==> images/final_clocks.png <==
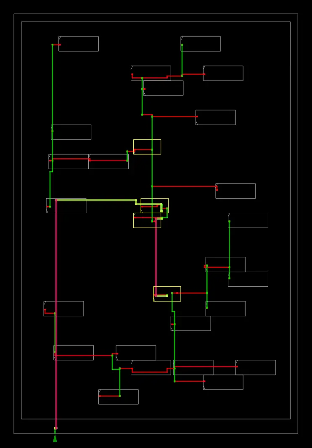
==> images/registers.png <==
Bar = 20 um. Other sequential cells in the stronger gray, the rest of the logic in the fainter gray.
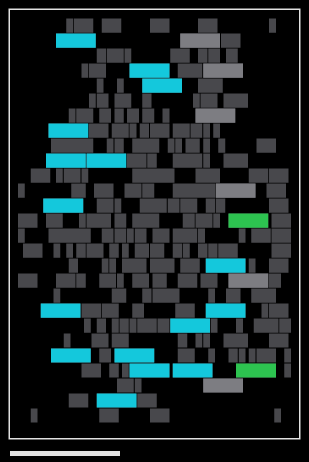
==> images/metal_stack.png <==
Two of the layers only.
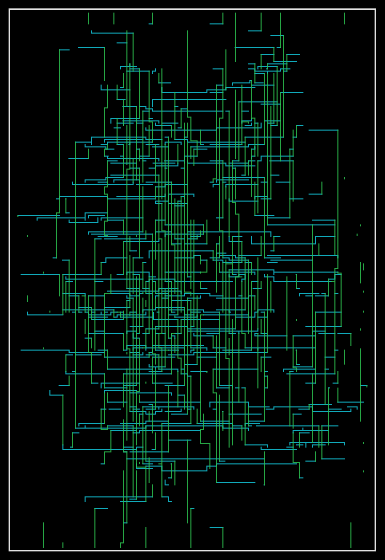
==> images/pins.png <==
Pins as bars across the die edge, other pins in gray.
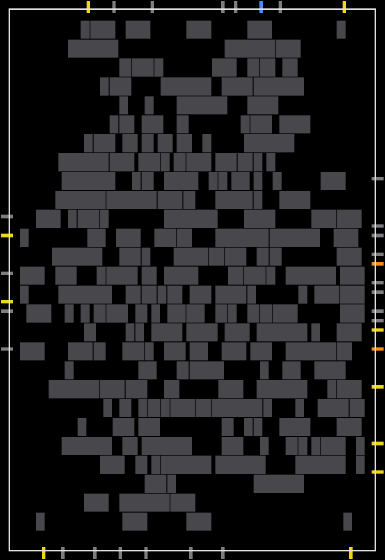
==> images/gate_families.png <==
Bar = 20 um.
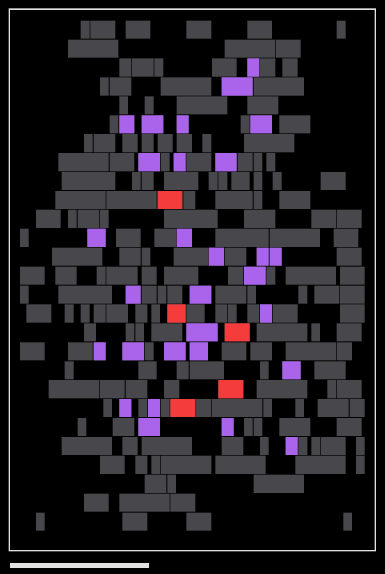
==> config.mk <==
export PLATFORM = sky130hd
export DESIGN_NAME = prog_sequencer_flat
export DESIGN_NICKNAME = d
export VERILOG_FILES = /design/src/rtl/prog_sequencer_pkg.sv /design/src/rtl/prog_sequencer_if.sv /design/src/rtl/prog_sequencer_cycle_ctr.sv /design/src/rtl/prog_sequencer.sv /design/src/flat_wrapper.sv
export SDC_FILE = /design/constraint.sdc
export NUM_CORES = 1
export LEC_CHECK = 0
export CORE_ASPECT_RATIO = 1.5
export CORE_UTILIZATION = 44
export DETAILED_ROUTE_END_ITERATION = 8
export MAX_ROUTING_LAYER = met4
export PLACE_DENSITY = 0.75
export SETUP_SLACK_MARGIN = 0.02
export SLEW_MARGIN = 20
export SYNTH_ARGS = -nofsm -noshare
export SYNTH_HDL_FRONTEND = slang
export SYNTH_SLANG_ARGS = --single-unit
export TNS_END_PERCENT = 30
==> constraint.sdc <==
create_clock -name clk -period 3.8 [get_ports clk]
set_input_delay 0.95 -clock clk [delete_from_list [all_inputs] [get_ports clk]]
set_output_delay 0.95 -clock clk [all_outputs]
set_load 0.05 [all_outputs]
==> run_summary.xml <==
<?xml version="1.0" encoding="UTF-8"?>
<metrics>
  <group name="critical_path">
    <metric name="worstSetupEndpointType" unit="">primary output</metric>
    <metric name="critical_path_class" unit="">register to primary output</metric>
    <metric name="worst_r2r_path_depth" unit="">9</metric>
    <metric name="critical_path.max_fanout" unit="">11</metric>
    <metric name="worst-endpoint-arrival" unit="ns">2.12</metric>
  </group>
  <group name="logic_synthesis">
    <metric name="async_flop_share" unit="%">0</metric>
    <metric name="synth.top_cell.area_share" unit="%">28.64</metric>
    <metric name="yosysCellCount" unit="">192</metric>
    <metric name="yosys_warnings" unit="">0</metric>
    <metric name="synth_cell_type_count" unit="">53</metric>
    <metric name="synth_area" unit="um^2">1678</metric>
    <metric name="yosys.stat.seqShare" unit="%">28.64</metric>
    <metric name="synthTopCellsByArea" unit="">dfxtp_1 29%, ha_1 6.0%, nor2_1 5.1%</metric>
    <metric name="enable_flop_cells" unit="">0</metric>
    <metric name="chip_area_in_the_yosys_report" unit="um^2">1678</metric>
    <metric name="netlist_top_cells_count" unit="">24 x dfxtp_1, 23 x nor2_1, 14 x nand2_1, 12 x inv_1</metric>
    <metric name="netlist.top_cell.by_instances" unit="">dfxtp_1</metric>
    <metric name="postSynthCellCount" unit="">192</metric>
    <metric name="ys.flops" unit="">24</metric>
  </group>
  <group name="clock_tree">
    <metric name="post_cts_buffers" unit="">0</metric>
    <metric name="htreeDepth" unit="">1</metric>
    <metric name="clk_transition_reported_paths" unit="ns">0.09</metric>
    <metric name="clk_latency" unit="ns">0.27</metric>
    <metric name="clk_root_buffer_cell" unit="">clkbuf_8</metric>
  </group>
  <group name="pwr">
    <metric name="leakage" unit="nW">0.7007</metric>
    <metric name="pwr-share-seq" unit="%">37.4</metric>
    <metric name="switchingPower" unit="W">0.0003360</metric>
    <metric name="internal_dissipation" unit="W">0.0005011</metric>
    <metric name="clockPowerShare" unit="%">20.7</metric>
    <metric name="vdd_drop_max" unit="mV">0.2367</metric>
    <metric name="power_per_cell_area" unit="nW/um^2">434.4</metric>
  </group>
  <group name="sta">
    <metric name="timing_hold_violations_final" unit="">0</metric>
    <metric name="timing.final.crit_period" unit="ns">3.071</metric>
    <metric name="slew_headroom" unit="%">49.78</metric>
    <metric name="worst_pin_slew" unit="ns">0.7436</metric>
    <metric name="grt_setup_unrepaired" unit="">no</metric>
    <metric name="setup-tns-final" unit="ns">0</metric>
    <metric name="hold_slack" unit="ns">0.4783</metric>
  </group>
  <group name="drt">
    <metric name="detail-route-antenna-nets" unit="">0</metric>
    <metric name="first_iter_violations" unit="">44</metric>
    <metric name="average_via_count_per_standard_cell" unit="">5.643</metric>
  </group>
  <group name="die">
    <metric name="core_region_area" unit="um^2">3649</metric>
    <metric name="fp_util" unit="%">45.99</metric>
    <metric name="die_outline_area" unit="um^2">4069</metric>
  </group>
  <group name="global_routing">
    <metric name="vias_in_the_first_global_route" unit="">1339</metric>
    <metric name="grt-ovfl-total" unit="">0</metric>
    <metric name="grt_pass1_wl" unit="um">5975</metric>
  </group>
  <group name="finish">
    <metric name="layout-drive-gt1-share" unit="%">8.962</metric>
    <metric name="fillers" unit="">356</metric>
    <metric name="diodes" unit="">0</metric>
    <metric name="largest_register_ff_count" unit="">16</metric>
  </group>
  <group name="run">
    <metric name="max_cap_violations" unit="">0</metric>
    <metric name="warnings" unit="">31</metric>
  </group>
  <group name="placement">
    <metric name="place.gp.congestion" unit="">0.8939</metric>
  </group>
  <group name="min_path">
    <metric name="holdCritPathClass" unit="">register to register</metric>
  </group>
  <group name="status">
    <metric name="status" unit="">finished clean</metric>
  </group>
</metrics>
About final_clocks.png:
P_clk: 0.000174 W
worst-case clock skew: 0.005973 ns
layout sequential cell count: 24
clock buffer count from CTS: 3

About registers.png:
- u_core.u_cycle_ctr.count_o: cyan (flops 16)
- u_core.bus.prog_id: green (flops 2)
- not colored: 6
fraction of area in registers: 24.94%
post-layout util: 52.81%
flip-flop and latch power: 0.000313 W

About metal_stack.png:
- met2: green (wire length 1880 um)
- met1: cyan (wire length 1470 um)
final routed wirelength across all metal layers: 3630 um
global routing usage summed across all routing layers: 19.56%
via count: 1439

About pins.png:
- bus_prog_id: orange (pins 2; direction output; edge right)
- bus_start_pc: yellow (pins 10; direction output; edge 4 right, 2 bottom, 2 left, 2 top)
- bus_halt: blue (pins 1; direction input; edge top)
- all pins by edge: 14 right, 8 bottom, 8 top, 6 left
overall die height: 77.63 um
number of input and output port buffers inserted: 27
x dimension of the die: 52.42 um

About gate_families.png:
- AND-OR and OR-AND gates: red (cells 5; most used o211a_1)
- inverting AOI/OAI gates: purple (cells 29; most used a21oi_1)
most frequent logic cell in the layout: clkdlybuf4s50_1
logic share of the area: 53.05%

-- area by class of cell --
cell class / instances / area (um^2) / area share, %
flip-flops and latches: 24 / 480.5 / 24.94
well taps: 43 / 53.80 / 2.792
repair buffers: 27 / 270.3 / 14.03
inverters: 12 / 45.04 / 2.338
multi-input cells: 145 / 1022 / 53.05
clock buffers: 4 / 55.05 / 2.857
-- power by group through the flow --
stage | Clock [W] | Sequential (W) | Combinational, W
final | 0.000174 | 0.000313 | 0.000351
after global routing | 0.000190 | 0.000318 | 0.000389
after CTS | 0.000178 | 0.000314 | 0.000354
after detailed placement | 0 | 0.000320 | 0.000352
after global placement | 0 | 0.000318 | 0.000346
after floorplan | 0 | 0.000351 | 0.000252
-- placed cells by master (no fill, tap or decap), types with 2 or more instances in the layout --
master           instances
clkdlybuf4s50_1         27
nor2_1                  23
o221ai_1                 2
o41ai_1                  2
nor2b_1                  2
and4_1                   3
nand4_4                  3
inv_1                   12
clkbuf_8                 4
a21oi_1                  6
a31oi_1                  2
nand4_1                  3
and2_1                   2
dfxtp_1                 24
nand2_1                 14
and4_2                   2
xnor2_1                  6
a211oi_1                 2
nor4_2                   2
o21ai_0                  5
mux2i_1                  6
nand2b_1                 3
nand3_1                  5
nor4_1                   3
xor2_1                   3
conb_1                   8
nor3_1                   6
ha_1                     8
o211a_1                  2
o22ai_1                  2
-- worst max-delay path: stages, from the launching register on --
cell and delay (ns):
dfxtp_1 0.35, inv_1 0.11, ha_1 0.41, and2_1 0.19, clkdlybuf4s50_1 0.79
-- metal layers --
layer / part of all wire, % / vias up / track usage (%) / routed length (um)
li1: - / 711 / - / -
met1: 40 / 670 / 21.68 / 1469
met2: 52 / 43 / 32.66 / 1881
met3: 3.7 / 15 / 1.961 / 135
met4: 4.0 / 0 / 11.32 / 144
met5: 0 / - / - / 0
-- kinds of logic after synthesis --
group / after synthesis / synth area share, %
AND-OR/OR-AND: 34 / 15.14
XOR/XNOR: 9 / 4.698
adder cells (fa/ha/maj): 8 / 5.966
buffers and inverters: 30 / 12.01
flip-flops: 24 / 28.64
multiplexers: 7 / 4.474
other: 1 / 0.2235
AND/OR/NAND/NOR: 79 / 28.86
-- stage by stage --
stage	power, W	utilization, %	area (um^2)	setup slack [ns]	instances
6_report	0.0008370	52.81	1927	0.7292	255
5_1_grt	0.0008974	52.81	1927	0.5032	255
4_1_cts	0.0008463	52.81	1927	0.6964	255
3_5_place_dp	0.0006720	51.30	1872	0.8458	251
3_3_place_gp	0.0006633	51.30	1872	0.9941	251
2_1_floorplan	0.0006032	-	1704	0.8793	199
Power and IR drop assume default switching activity.
